## src/rtl/seqdet_pkg.sv

```systemverilog
// seqdet_pkg: shared types and constants for the serial pattern detector.
// State enum, reset-default pattern/length and the length-width helper.
package seqdet_pkg;

   typedef enum logic {
      IDLE  = 1'b0,
      SHIFT = 1'b1
   } state_t;

   localparam logic [5:0] DEFAULT_PATTERN = 6'b101001;
   localparam int         DEFAULT_LEN     = 6;

   function automatic int len_w(input int pat_max);
      return $clog2(pat_max + 1);
   endfunction

endpackage

```

## src/rtl/seqdet_match_core.sv

```systemverilog
// seqdet_match_core: bit history, fill tracking and length-masked compare.
// Build macro SEQDET_OVERLAP_EN keeps history after a match (overlapping matches).
module seqdet_match_core
   import seqdet_pkg::*;
#(
   parameter int PAT_MAX = 8,
   parameter int LEN_W   = 4
) (
   input  logic               i_clk,
   input  logic               i_resetn,
   input  logic               i_shift,
   input  logic               i_bit,
   input  logic               i_clear,
   input  logic [PAT_MAX-1:0] i_pattern,
   input  logic [LEN_W-1:0]   i_len,
   output logic               o_match
);

`ifdef SEQDET_OVERLAP_EN
   localparam logic OVERLAP = 1'b1;
`else
   localparam logic OVERLAP = 1'b0;
`endif

   logic [PAT_MAX-1:0] hist;
   logic [PAT_MAX-1:0] hist_next;
   logic [PAT_MAX-1:0] mask;
   logic [LEN_W-1:0]   fill;
   logic [LEN_W-1:0]   fill_next;

   // Compare the history including the incoming bit against the pattern
   always_comb begin
      hist_next = {hist[PAT_MAX-2:0], i_bit};
      fill_next = (fill >= LEN_W'(PAT_MAX)) ? fill : fill + LEN_W'(1);
      mask      = '0;
      for (int i = 0; i < PAT_MAX; i++) begin
         mask[i] = (i < int'(i_len));
      end
      o_match = i_shift && (i_len != '0) && (fill_next >= i_len) &&
                ((hist_next & mask) == (i_pattern & mask));
   end

   // History and fill registers; non-overlap mode restarts fill after a hit
   always_ff @(posedge i_clk or negedge i_resetn) begin
      if (!i_resetn) begin
         hist <= '0;
         fill <= '0;
      end else if (i_clear) begin
         hist <= '0;
         fill <= '0;
      end else if (i_shift) begin
         hist <= hist_next;
         fill <= (o_match && !OVERLAP) ? '0 : fill_next;
      end
   end

endmodule

```

## src/rtl/seqdet_stream_ctrl.sv

```systemverilog
// seqdet_stream_ctrl: word stream serializer feeding a pattern detector.
// Optional build macro SEQDET_OVERLAP_EN enables overlapping match counting.
module seqdet_stream_ctrl
   import seqdet_pkg::*;
#(
   parameter  int DATA_W  = 8,
   parameter  int PAT_MAX = 8,
   parameter  int CNT_W   = 8,
   localparam int LEN_W   = len_w(PAT_MAX)
) (
   input  logic               i_clk,
   input  logic               i_resetn,
   input  logic               i_cfg_we,
   input  logic [PAT_MAX-1:0] i_cfg_pattern,
   input  logic [LEN_W-1:0]   i_cfg_len,
   input  logic [CNT_W-1:0]   i_cfg_thresh,
   input  logic               i_word_valid,
   input  logic [DATA_W-1:0]  i_word_data,
   output logic               o_word_ready,
   input  logic               i_clr_cnt,
   output logic               o_busy,
   output logic               o_pattern_found,
   output logic [CNT_W-1:0]   o_match_cnt,
   output logic               o_thresh_hit
);

   localparam int BIT_W = (DATA_W > 1) ? $clog2(DATA_W) : 1;

   state_t             state;
   state_t             state_next;
   logic               run;
   logic [DATA_W-1:0]  word;
   logic [BIT_W-1:0]   bit_cnt;
   logic [PAT_MAX-1:0] pat_q;
   logic [LEN_W-1:0]   len_q;
   logic [CNT_W-1:0]   thr_q;
   logic [CNT_W-1:0]   cnt_inc;
   logic               in_idle;
   logic               last_bit;
   logic               accept;
   logic               cfg_load;
   logic               shift;
   logic               match;

   assign in_idle      = (state == IDLE);
   assign last_bit     = (bit_cnt == '0);
   assign o_word_ready = run && ((in_idle && !i_cfg_we) || (!in_idle && last_bit));
   assign accept       = i_word_valid && o_word_ready;
   assign cfg_load     = in_idle && i_cfg_we;
   assign shift        = !in_idle;
   assign o_busy       = shift;
   assign cnt_inc      = (o_match_cnt == '1) ? o_match_cnt : o_match_cnt + CNT_W'(1);

   // State register plus the run flag that holds ready low for one clock
   always_ff @(posedge i_clk or negedge i_resetn) begin
      if (!i_resetn) begin
         state <= IDLE;
         run   <= 1'b0;
      end else begin
         state <= state_next;
         run   <= 1'b1;
      end
   end

   // Next state: a word moves us to SHIFT, the last bit returns to IDLE
   always_comb begin
      state_next = state;
      unique case (state)
         IDLE:    if (accept) state_next = SHIFT;
         SHIFT:   if (last_bit && !accept) state_next = IDLE;
         default: state_next = IDLE;
      endcase
   end

   // Serializer: load on accept, otherwise shift MSB out each SHIFT cycle
   always_ff @(posedge i_clk or negedge i_resetn) begin
      if (!i_resetn) begin
         word    <= '0;
         bit_cnt <= '0;
      end else if (accept) begin
         word    <= i_word_data;
         bit_cnt <= BIT_W'(DATA_W - 1);
      end else if (shift && !last_bit) begin
         word    <= word << 1;
         bit_cnt <= bit_cnt - BIT_W'(1);
      end
   end

   // Runtime configuration, length clamped to the pattern capacity
   always_ff @(posedge i_clk or negedge i_resetn) begin
      if (!i_resetn) begin
         pat_q <= PAT_MAX'(DEFAULT_PATTERN);
         len_q <= LEN_W'(DEFAULT_LEN);
         thr_q <= '0;
      end else if (cfg_load) begin
         pat_q <= i_cfg_pattern;
         len_q <= (i_cfg_len > LEN_W'(PAT_MAX)) ? LEN_W'(PAT_MAX) : i_cfg_len;
         thr_q <= i_cfg_thresh;
      end
   end

   seqdet_match_core #(
      .PAT_MAX (PAT_MAX),
      .LEN_W   (LEN_W)
   ) u_core (
      .i_clk     (i_clk),
      .i_resetn  (i_resetn),
      .i_shift   (shift),
      .i_bit     (word[DATA_W-1]),
      .i_clear   (cfg_load),
      .i_pattern (pat_q),
      .i_len     (len_q),
      .o_match   (match)
   );

   // Match pulse, saturating counter and sticky threshold flag
   always_ff @(posedge i_clk or negedge i_resetn) begin
      if (!i_resetn) begin
         o_pattern_found <= 1'b0;
         o_match_cnt     <= '0;
         o_thresh_hit    <= 1'b0;
      end else begin
         o_pattern_found <= match;
         if (i_clr_cnt || cfg_load) begin
            o_match_cnt  <= '0;
            o_thresh_hit <= 1'b0;
         end else if (match) begin
            o_match_cnt <= cnt_inc;
            if (thr_q != '0 && cnt_inc >= thr_q) o_thresh_hit <= 1'b1;
         end
      end
   end

endmodule

```

## config.mk

```make
export PLATFORM = sky130hd
export DESIGN_NAME = seqdet_stream_ctrl
export DESIGN_NICKNAME = d
export VERILOG_FILES = /design/src/rtl/seqdet_pkg.sv /design/src/rtl/seqdet_match_core.sv /design/src/rtl/seqdet_stream_ctrl.sv
export SDC_FILE = /design/constraint.sdc
export NUM_CORES = 1
export LEC_CHECK = 0
export CORE_MARGIN = 1.5
export CORE_UTILIZATION = 55
export CTS_BUF_LIST = sky130_fd_sc_hd__clkbuf_2 sky130_fd_sc_hd__clkbuf_4 sky130_fd_sc_hd__clkbuf_8
export DETAILED_ROUTE_END_ITERATION = 6
export DONT_BUFFER_PORTS = 1
export HOLD_SLACK_MARGIN = 0.1
export PLACE_DENSITY = 0.76
export SYNTH_ARGS = -nofsm -noshare
export SYNTH_HDL_FRONTEND = slang
export SYNTH_HIERARCHICAL = 1
export SYNTH_SLANG_ARGS = --single-unit
```

## constraint.sdc

```tcl
create_clock -name i_clk -period 3.8 [get_ports i_clk]
set_input_delay 0.76 -clock i_clk [delete_from_list [all_inputs] [get_ports i_clk]]
set_output_delay 0.76 -clock i_clk [all_outputs]
set_load 0.01 [all_outputs]
```

==> results_slide.txt <==
Run Summary

Run status
  – Status: finished, final reports clean

Layout
  – Number of clock buffers in the layout: 5
  – Most numerous logic cells after layout: 79 x nand2_1, 49 x dfrtp_1, 21 x nor2_1, 19 x inv_1, 17 x ha_1
  – Layout cell share with drive strength beyond 1: 7.67%
  – Comb gates: between 200 and 250
  – Finished Layout Cells: around 400
  – Final net count: around 380
  – Clock network area share: under 10%
  – Signal buffers share of area: 0.241%
  – N_diodes: 0
  – Invs w/o clock: 21
  – Comb area share: a little under half
  – Area growth, synth to finish: 4.44%
  – Finished Cell Area: between 3000 and 4000 µm²
  – Logic area: 1470 µm²

STA
  – Endpoints failing hold: 0
  – Minimum clock period after layout: slightly below 3000 ps
  – Actual slew at the worst max-slew pin: between 700 and 800 ps
  – Setup TNS: 0 ps
  – Fmax: ~340 MHz
  – Setup Viol. Count Final: 0
  – Slew margin rel.: about half
  – Period utilization: 76.4%

GRT
  – GRT overflow: 0
  – Initial antenna violation count: 0
  – Largest net degree at the start of global routing: 55
  – Total GRT Usage: approximately 22%
  – Vias in the first global route: about 2.2k
  – Met1 global-route usage: around 27%
  – Global-route wire length before repair: 10.1 mm
  – Global routing usage on met2: a little over a third
  – GRT busiest layer: met2

Synth
  – Simple-Gate Fraction of Synth Area: 20.4%
  – Mapped Avg Cell Area: ~9.0 µm²
  – Top comb family, area: simple AND/OR/NAND/NOR gates
  – Xor and xnor fraction of the mapped netlist area: between 4 and 5%
  – Post-synth top flop: dfrtp_1
  – Synth top cell by count: nand2_1
  – Multiplexer share: 3.44%
  – Ys flops: about 54
  – Yosys cell types: roughly 50
  – Yosys cell count: ~330
  – Adder Area Share: under 10%
  – Cell type with the largest total area: dfrtp_1
  – Post-Synthesis Net Count: roughly 380
  – Seq share, synth: a little under half
  – Top cell type's share of synthesized area: between 40% and 50%
  – Post-Syn Instances: roughly 330
  – Post-synth ARST share: 100%

Power and ir drop
  – Int Power: between 0.001 and 0.0015 W
  – P_leak: approximately 1.5 nW
  – Switching share of total power: between 30% and 40%
  – Final Power: 0.00219 W
  – Seq pwr: about 0.001 W
  – Reg power frac: a little under half
  – Comb power frac: a little under two fifths
  – Comb pwr: between 0.0008 and 0.0009 W

Floorplanning
  – Fp util: 57.7%
  – Ports: 45
  – Row cnt: 26
  – N_taps: ~70
  – Die Y-Extent: roughly 77 µm

Placement
  – Port bufs: 0
  – Post-place instance area: 3010 µm²
  – HPWL after DPL: 4.16 mm
  – Gp weighted congestion: approximately 0.86

Route
  – Drt initial violations: a little over 200
  – Top sig layer: met4
  – Vias per inst: 5.60
  – DR WL met2: about 2.9 mm
  – Antenna-violating nets left: 0
  – Routed vias: 2,216
  – Pre-antenna DRT Iters: 4
  – Final WL: a little under 6 mm
  – Post-DR wirelength/cell: approximately 15 µm

Critical path
  – Crit-path max FO: 14
  – Setup crit end: o_match_cnt[5]
  – Reg2Reg Setup Slack: approximately 900 ps
  – Crit-path max cell delay: 450 ps
  – CP max-delay cell: dfrtp_1
  – Reg2reg end: o_match_cnt[5]
  – Buf+Inv Stages, Crit Path: 1
  – Critical path class: reg -> reg
  – CP Capture Type: flip-flop

Clock tree
  – Root buffer cell: clkbuf_8
  – Clk buf depth: 2
  – Hold Buf Count CTS: 0
  – Clk_lat worst skew: between 300 and 400 ps
  – CTS H-tree lvls: 2
  – Post CTS Setup Buffer Count: 0
  – CTS tree: done

Flow run
  – Tool warning count: 29
Fig. 1: placement density heat map
Scale bar: 20 µm. 8 x 8 tiles, from black (low) to pale yellow (high), 0 to 100% covered.
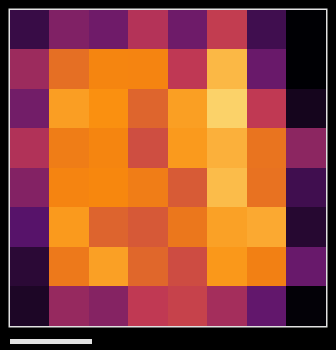
- fullest tile: 90%
- tiles over 75% full: 20%
- mean over tiles: 52%

Fig. 2: nets reached from selected ports
Scale bar: 20 µm.
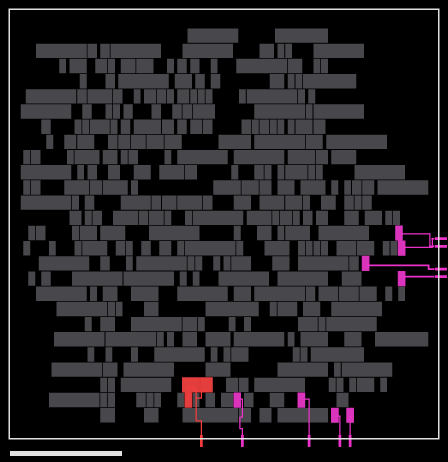
- magenta: i_cfg_pattern (bits 8; direction input; end cells 8; buffers 0; wire 56.4 µm)
- red: i_word_valid (bits 1; direction input; end cells 3; buffers 0; wire 16.5 µm)

Fig. 3: floorplan with the power grid
Scale bar: 20 µm. Pins as bars on the die edge.
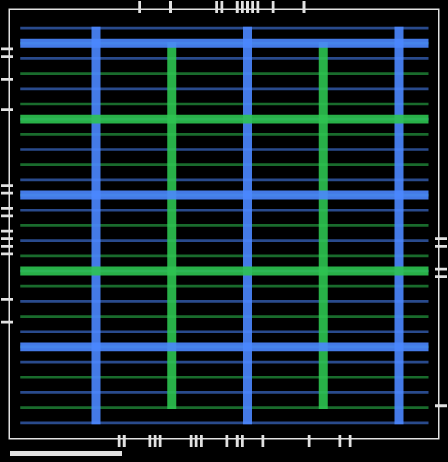
- blue: VSS
- green: VDD
- signal pins: 45
- met4 straps: 5
VDD IR max: 319 µV
core area: 5170 µm²

Power figures rest on the tool's default switching activity, not on a simulated workload.
